===== config.mk =====
export PLATFORM = sky130hd
export DESIGN_NAME = exec_sequencer
export DESIGN_NICKNAME = d
export VERILOG_FILES = /design/src/rtl/exec_sequencer_pkg.sv /design/src/rtl/exec_sequencer_dly_counter.sv /design/src/rtl/exec_sequencer.sv
export SDC_FILE = /design/constraint.sdc
export NUM_CORES = 1
export LEC_CHECK = 0
export CAP_MARGIN = 20
export CORE_MARGIN = 1.5
export CORE_UTILIZATION = 55
export CTS_BUF_LIST = sky130_fd_sc_hd__clkbuf_8 sky130_fd_sc_hd__clkbuf_16
export DETAILED_ROUTE_END_ITERATION = 8
export HOLD_SLACK_MARGIN = 0.02
export MAX_ROUTING_LAYER = met4
export PLACE_DENSITY = 0.82
export SYNTH_ARGS = -nofsm -noshare
export SYNTH_HDL_FRONTEND = slang
export SYNTH_SLANG_ARGS = --single-unit

===== constraint.sdc =====
create_clock -name clk -period 5.7 [get_ports clk]
set_input_delay 1.14 -clock clk [delete_from_list [all_inputs] [get_ports clk]]
set_output_delay 1.14 -clock clk [all_outputs]
set_load 0.005 [all_outputs]

===== src/rtl/exec_sequencer_pkg.sv =====
// Shared widths, opcode values, state encoding and latched-instruction record
// for the execute-stage sequencer.
package exec_sequencer_pkg;

    localparam int OPR_W     = 5;
    localparam int ALU_TYP_W = 4;
    localparam int DLY_W     = 18;
    localparam int SEQ_ST_W  = 2;

    localparam logic [OPR_W-1:0] OP_NOP  = 5'd0;
    localparam logic [OPR_W-1:0] OP_MOV  = 5'd1;
    localparam logic [OPR_W-1:0] OP_ADD  = 5'd2;
    localparam logic [OPR_W-1:0] OP_MUL  = 5'd4;
    localparam logic [OPR_W-1:0] OP_PRNG = 5'd6;
    localparam logic [OPR_W-1:0] OP_EVAL = 5'd12;
    localparam logic [OPR_W-1:0] OP_JMP  = 5'd16;
    localparam logic [OPR_W-1:0] OP_JRE  = 5'd17;

    localparam logic [SEQ_ST_W-1:0] ST_IDLE  = 2'd0;
    localparam logic [SEQ_ST_W-1:0] ST_ISSUE = 2'd1;
    localparam logic [SEQ_ST_W-1:0] ST_WAIT  = 2'd2;
    localparam logic [SEQ_ST_W-1:0] ST_DONE  = 2'd3;

    typedef struct packed {
        logic [OPR_W-1:0]     opcode;
        logic [ALU_TYP_W-1:0] alu_typ;
        logic                 alu_op;
        logic                 prng_seed;
        logic [DLY_W-1:0]     delay;
    } instr_t;

    function automatic logic branch_outcome(input logic [OPR_W-1:0] opcode,
                                            input logic zero);
        logic taken;
        taken = 1'b0;
        if (opcode == OP_JMP) taken = 1'b1;
        else if (opcode == OP_JRE) taken = zero;
        return taken;
    endfunction

endpackage


===== src/rtl/exec_sequencer_dly_counter.sv =====
// Hold-time down-counter: load, saturating decrement, clear; flags the last cycle.
// Latency: expire_o reflects the registered count (one cycle after load).
module exec_sequencer_dly_counter
    import exec_sequencer_pkg::*;
(
    input  logic             clk,
    input  logic             rst,
    input  logic             clr_i,
    input  logic             load_i,
    input  logic             dec_i,
    input  logic [DLY_W-1:0] load_val_i,
    output logic             expire_o
);

    logic [DLY_W-1:0] cnt_q, cnt_d;

    always_comb begin
        cnt_d = cnt_q;
        if (clr_i)
            cnt_d = '0;
        else if (load_i)
            cnt_d = load_val_i;
        else if (dec_i && cnt_q != '0)
            cnt_d = cnt_q - DLY_W'(1);
    end

    always_ff @(posedge clk) begin
        if (rst) cnt_q <= '0;
        else     cnt_q <= cnt_d;
    end

    assign expire_o = (cnt_q == DLY_W'(1));

endmodule


===== src/rtl/exec_sequencer.sv =====
// Execute-stage sequencer: accept one decoded instruction, pulse ALU/PRNG start,
// hold for the decoded delay (or until alu_done), then pulse pc_advance with branch outcome.
module exec_sequencer
    import exec_sequencer_pkg::*;
#(
    parameter int unsigned LONG_THR = 255
) (
    input  logic                 clk,
    input  logic                 rst,
    input  logic                 instr_valid,
    output logic                 instr_ready,
    input  logic [OPR_W-1:0]     opr_typ_sel,
    input  logic                 alu_o_sel,
    input  logic                 alu_t_sel,
    input  logic [ALU_TYP_W-1:0] alu_typ_sel,
    input  logic                 prng_t_sel,
    input  logic                 src_dst_delay_sel,
    input  logic [DLY_W-1:0]     src_dst_delay,
    input  logic                 alu_done,
    input  logic                 alu_zero,
    input  logic                 flush,
    output logic                 alu_start,
    output logic [ALU_TYP_W-1:0] alu_typ,
    output logic                 prng_start,
    output logic                 prng_seed,
    output logic                 busy,
    output logic                 pc_advance,
    output logic                 branch_taken,
    output logic                 err_timeout
);

    localparam logic [DLY_W-1:0] LONG_THR_C = DLY_W'(LONG_THR);

    logic [SEQ_ST_W-1:0] state_q, state_d;
    instr_t              instr_q, instr_d;
    logic                err_q, err_d;
    logic                cnt_clr, cnt_load, cnt_dec, cnt_expire;
    logic                idle, accept;

    assign idle   = (state_q == ST_IDLE);
    assign accept = idle && instr_valid && !flush;

    always_comb begin
        state_d  = state_q;
        instr_d  = instr_q;
        err_d    = err_q;
        cnt_clr  = 1'b0;
        cnt_load = 1'b0;
        cnt_dec  = 1'b0;
        case (state_q)
            ST_IDLE: begin
                if (accept) begin
                    instr_d.opcode    = opr_typ_sel;
                    instr_d.alu_typ   = alu_typ_sel;
                    instr_d.alu_op    = alu_o_sel | alu_t_sel;
                    instr_d.prng_seed = prng_t_sel;
                    instr_d.delay     = src_dst_delay;
                    state_d = src_dst_delay_sel ? ST_ISSUE : ST_DONE;
                end
            end
            ST_ISSUE: begin
                cnt_load = 1'b1;
                state_d  = (instr_q.delay == '0) ? ST_DONE : ST_WAIT;
            end
            ST_WAIT: begin
                cnt_dec = 1'b1;
                if (alu_done && instr_q.alu_op) begin
                    state_d = ST_DONE;
                end else if (cnt_expire) begin
                    state_d = ST_DONE;
                    // Long ALU op ran its full budget without ever reporting done.
                    if (instr_q.alu_op && instr_q.delay >= LONG_THR_C)
                        err_d = 1'b1;
                end
            end
            default: begin
                cnt_clr = 1'b1;
                state_d = ST_IDLE;
            end
        endcase
        if (flush && !idle) begin
            state_d  = ST_IDLE;
            err_d    = err_q;
            cnt_clr  = 1'b1;
            cnt_load = 1'b0;
            cnt_dec  = 1'b0;
        end
    end

    always_ff @(posedge clk) begin
        if (rst) begin
            state_q <= ST_IDLE;
            instr_q <= '0;
            err_q   <= 1'b0;
        end else begin
            state_q <= state_d;
            instr_q <= instr_d;
            err_q   <= err_d;
        end
    end

    exec_sequencer_dly_counter u_dly_counter (
        .clk        (clk),
        .rst        (rst),
        .clr_i      (cnt_clr),
        .load_i     (cnt_load),
        .dec_i      (cnt_dec),
        .load_val_i (instr_q.delay),
        .expire_o   (cnt_expire)
    );

    // A flush in the same cycle suppresses any pulse the aborted instruction would emit.
    assign instr_ready  = idle;
    assign busy         = !idle;
    assign alu_start    = (state_q == ST_ISSUE) && instr_q.alu_op && !flush;
    assign prng_start   = (state_q == ST_ISSUE) && (instr_q.opcode == OP_PRNG) && !flush;
    assign prng_seed    = prng_start && instr_q.prng_seed;
    assign pc_advance   = (state_q == ST_DONE) && !flush;
    assign branch_taken = pc_advance && branch_outcome(instr_q.opcode, alu_zero);
    assign alu_typ      = idle ? '0 : instr_q.alu_typ;
    assign err_timeout  = err_q;

endmodule


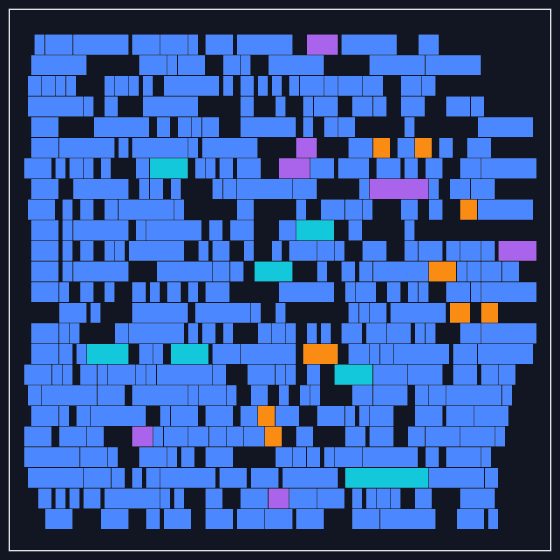
*Sizing map, run 1*
size	color	cells	most used
_2 cells	orange	9	or2_2
_6 and larger	cyan	7	clkbuf_8
_0 and _1 cells	blue	346	nand2_1
_3 and _4 cells	purple	7	clkinvlp_4

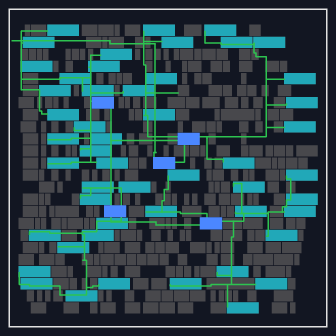
*Clock wires, drivers and flops, run 1*
[clock wires] green | length: 591 um
[flip-flops] cyan | count: 50
[clock drivers] blue | count: 5
flops lie	spread over the die

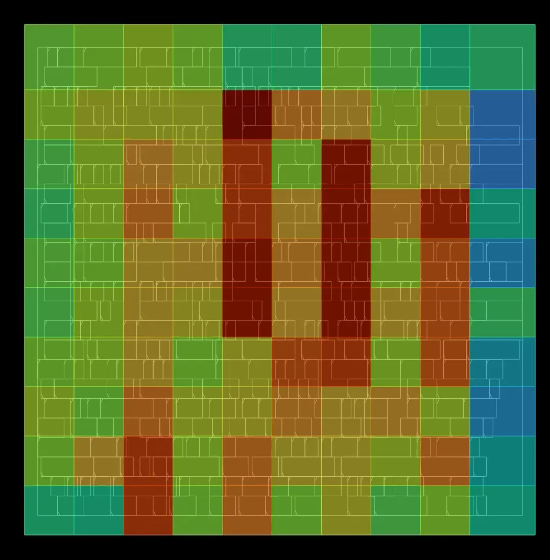
*Routing congestion map, run 1*
fin util: 72.0%
GR Layer Usage met1: 39.9%

==> results.yml, run 1 <==
# generated from flow reports
cts:
  clk_path_buf_depth: 2
  clock_latency_ns: 0.30
  cts_buffers: 5
  cts_hold_buf: 0
  cts_tree: "built"
  cts.sinks: 50
  cts-resized-gates: 0
  post-cts-setup-buffer-count: 0
flow_run:
  drv_cap: 0
layout:
  largest_register: "instr_q"
  top_area_cell_class: "combinational gates"
  antenna_cells: 0
  inv_count: 7
  layout_top_cells: "80 x nand2_1, 50 x dfxtp_1, 48 x clkdlybuf4s50_1"
  drive_gt1_share_pct: 6.23
  nMultiInputCombCells: 254
  reg_top3: "instr_q (29), u_dly_counter.cnt_q (18), state_q (2)"
  buffer_area_share_pct: 15.8
power:
  pg_comb_mw: 0.895
  p_clk_mw: 0.255
  p_seq_mw: 0.491
  comb_power_share_pct: 54.6
worst_setup_path:
  cpMaxStageDelayCell: "or4_1"
  reg2reg_from: "state_q[0]"
  worst-setup-path-type: "in -> out"
  ff2ff_setup_slack_ns: 2.86
  path_max_fanout: 6
  path_buffers: 2
floorplan:
  die_width_um: 71.2
  initial_core_util_pct: 58.0
  fp.coreArea_sq_mm: 0.00441
  die_area_sq_mm: 0.00507
  io_pins: 49
final_timing:
  worst_pin_slew_ns: 0.922
  setup_slack_ns: 1.51
  max_slew_margin_pct: 38.3
  hold_viol_final: 0
  setup_viol: 0
  hold_slack_ns: 0.456
  grt_setup_unrepaired: "no"
  finalClockSkew_ns: 0.00645
detailed_routing:
  drt_iter0_drc: 198
  vias_per_cell: 6.01
  drtAntennaViolNets: 0
  drcViolationCount: 0
  wl_met3_um: 372
  drt-total-wl_um: 6890
  dr_wl_met2_um: 3220
logic_synthesis:
  yosys-stat-area_sq_mm: 0.00256
  synth_seq_share_pct: 39.1
  yosysWarnings: 0
  xor_share_pct: 2.05
  netlist_area_sq_mm: 0.00256
  fa_ha_area_share_pct: 3.91
  synth-edff-count: 0
  async_flop_share_pct: 0
  postSynthNetCount: 373
hold_path:
  min_from: "instr_q[20]"
  min_to: "instr_q[20]"
global_route:
  use_met2_pct: 44.1
  grt_max_degree: 35
  antenna_found_initial: 0
run_status:
  status: "complete, no violations"
placement:
  pre_cts_slack_ns: 1.55
  dp.cells: 412
==> run 2, diff against run 1 <==
- CORE_UTILIZATION: 55 -> 52
- PLACE_DENSITY: 0.82 -> 0.78
- clock period: 5.7 -> 4 ns (I/O delays scaled with it)
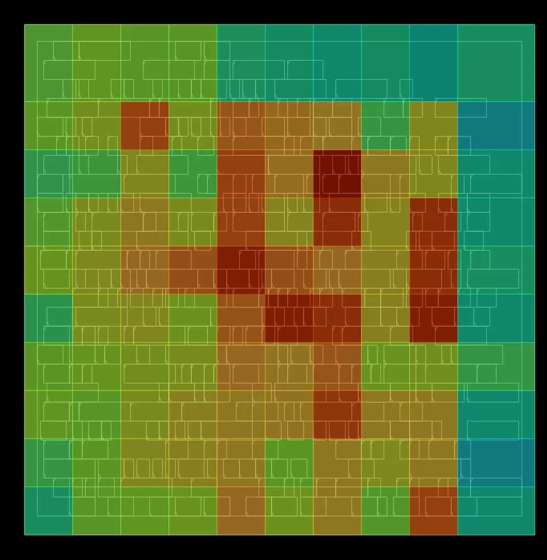
*Routing congestion map, run 2*
gr usage total: 28.7%
GR Layer Usage met1: 40.8%
M3 GR Usage: 4.28%
GRT busiest layer: met2

==> results.yml, run 2 <==
# generated from flow reports
final_timing:
  fmax_ghz: 0.278
  finalCritPeriodShare_pct: 89.8
  finalClockSkew_ns: 0.00513
  worst_pin_slew_ns: 0.655
  grt_setup_unrepaired: "no"
  setup_slack_ns: 0.409
  hold_viol_final: 0
  fin_setup_tns_ns: 0
  setup_viol: 0
  max_slew_margin_pct: 55.2
  hold_slack_ns: 0.455
layout:
  inv_count: 7
  largest_register: "instr_q"
  antenna_cells: 0
  nMultiInputCombCells: 254
  largest_reg_flops: 29
  fin_util_pct: 67.3
  reg_top3: "instr_q (29), u_dly_counter.cnt_q (18), state_q (2)"
  clk_share_pct: 2.87
  mi_logic_area_sq_mm: 0.00147
  buffer_area_share_pct: 16.1
  drive_gt1_share_pct: 6.47
  layout_top_cells: "80 x nand2_1, 50 x dfxtp_1, 48 x clkdlybuf4s50_1"
  top_area_cell_class: "combinational gates"
  flops: 50
  lay_top_count: "nand2_1"
cts:
  cts.sinks: 50
  post-cts-setup-buffer-count: 0
  clock_latency_ns: 0.30
  clk_path_buf_depth: 2
  clkSlewWorstSetupHoldPaths_ns: 0.08
  cts_tree: "built"
  cts_buffers: 5
  cts_hold_buf: 0
  cts-resized-gates: 0
detailed_routing:
  drtAntennaViolNets: 0
  drt_iter0_drc: 191
  dr_wl_met2_um: 2990
  first_pass_iters: 5
  drcViolationCount: 0
  vias_per_cell: 5.87
  drt-total-wl_um: 6690
  wl_met3_um: 365
  vias: 2570
power:
  p_seq_mw: 0.698
  pg_comb_mw: 1.26
  pwr-share-clk_pct: 13.4
  powerDensity_mw_per_mm2: 709
  p_seq_share_pct: 31.0
  comb_power_share_pct: 55.6
  switching_power_mw: 1.02
  ir_drop_v: 0.000308
  swShare_pct: 45.2
  p_clk_mw: 0.302
worst_setup_path:
  critPathMaxStageDelay_ns: 0.52
  worstSetupEndpoint: "prng_seed"
  ff2ff_setup_slack_ns: 1.33
  required_ns: 3.20
  cp_top_family: "buffers and inverters"
  reg2reg_from: "state_q[0]"
  reg2regPathDepth: 8
  cpMaxStageDelayCell: "or4_1"
  path_buffers: 2
  cp_common_cell: "clkdlybuf4s50_1"
  cp_cell_sequence: "clkdlybuf4s50_1, or4_1, nor3_1, and2_1, clkdlybuf4s50_1"
  worst-setup-path-type: "in -> out"
  path_max_fanout: 6
logic_synthesis:
  yosysCellCount: 328
  synth_seq_share_pct: 39.1
  yosysWarnings: 0
  synth_top_area_share_pct: 39.1
  synth-edff-count: 0
  syn_inst: 328
  fa_ha_area_share_pct: 3.91
  xor_share_pct: 2.05
  postSynthNetCount: 373
  netlist_area_sq_mm: 0.00256
  yosys-stat-area_sq_mm: 0.00256
  async_flop_share_pct: 0
placement:
  dp.cells: 430
  hpwl_um: 5020
  pre_cts_slack_ns: 0.415
  place_area_sq_mm: 0.00309
global_route:
  grt_pass1_wl_um: 11500
  antenna_found_initial: 0
  grt_max_degree: 34
  use_met2_pct: 41.8
hold_path:
  min_path_cells: 2
  min_to: "instr_q[21]"
  min_from: "instr_q[21]"
floorplan:
  dieHeight_um: 73.1
  taps: 67
  io_pins: 49
  fp.coreArea_sq_mm: 0.00472
  die_width_um: 73.1
  die_area_sq_mm: 0.00535
  initial_core_util_pct: 54.2
flow_run:
  drv_cap: 0
  warnings: 32
run_status:
  status: "complete, no violations"
Power figures rest on the tool's default switching activity, not on a simulated workload.
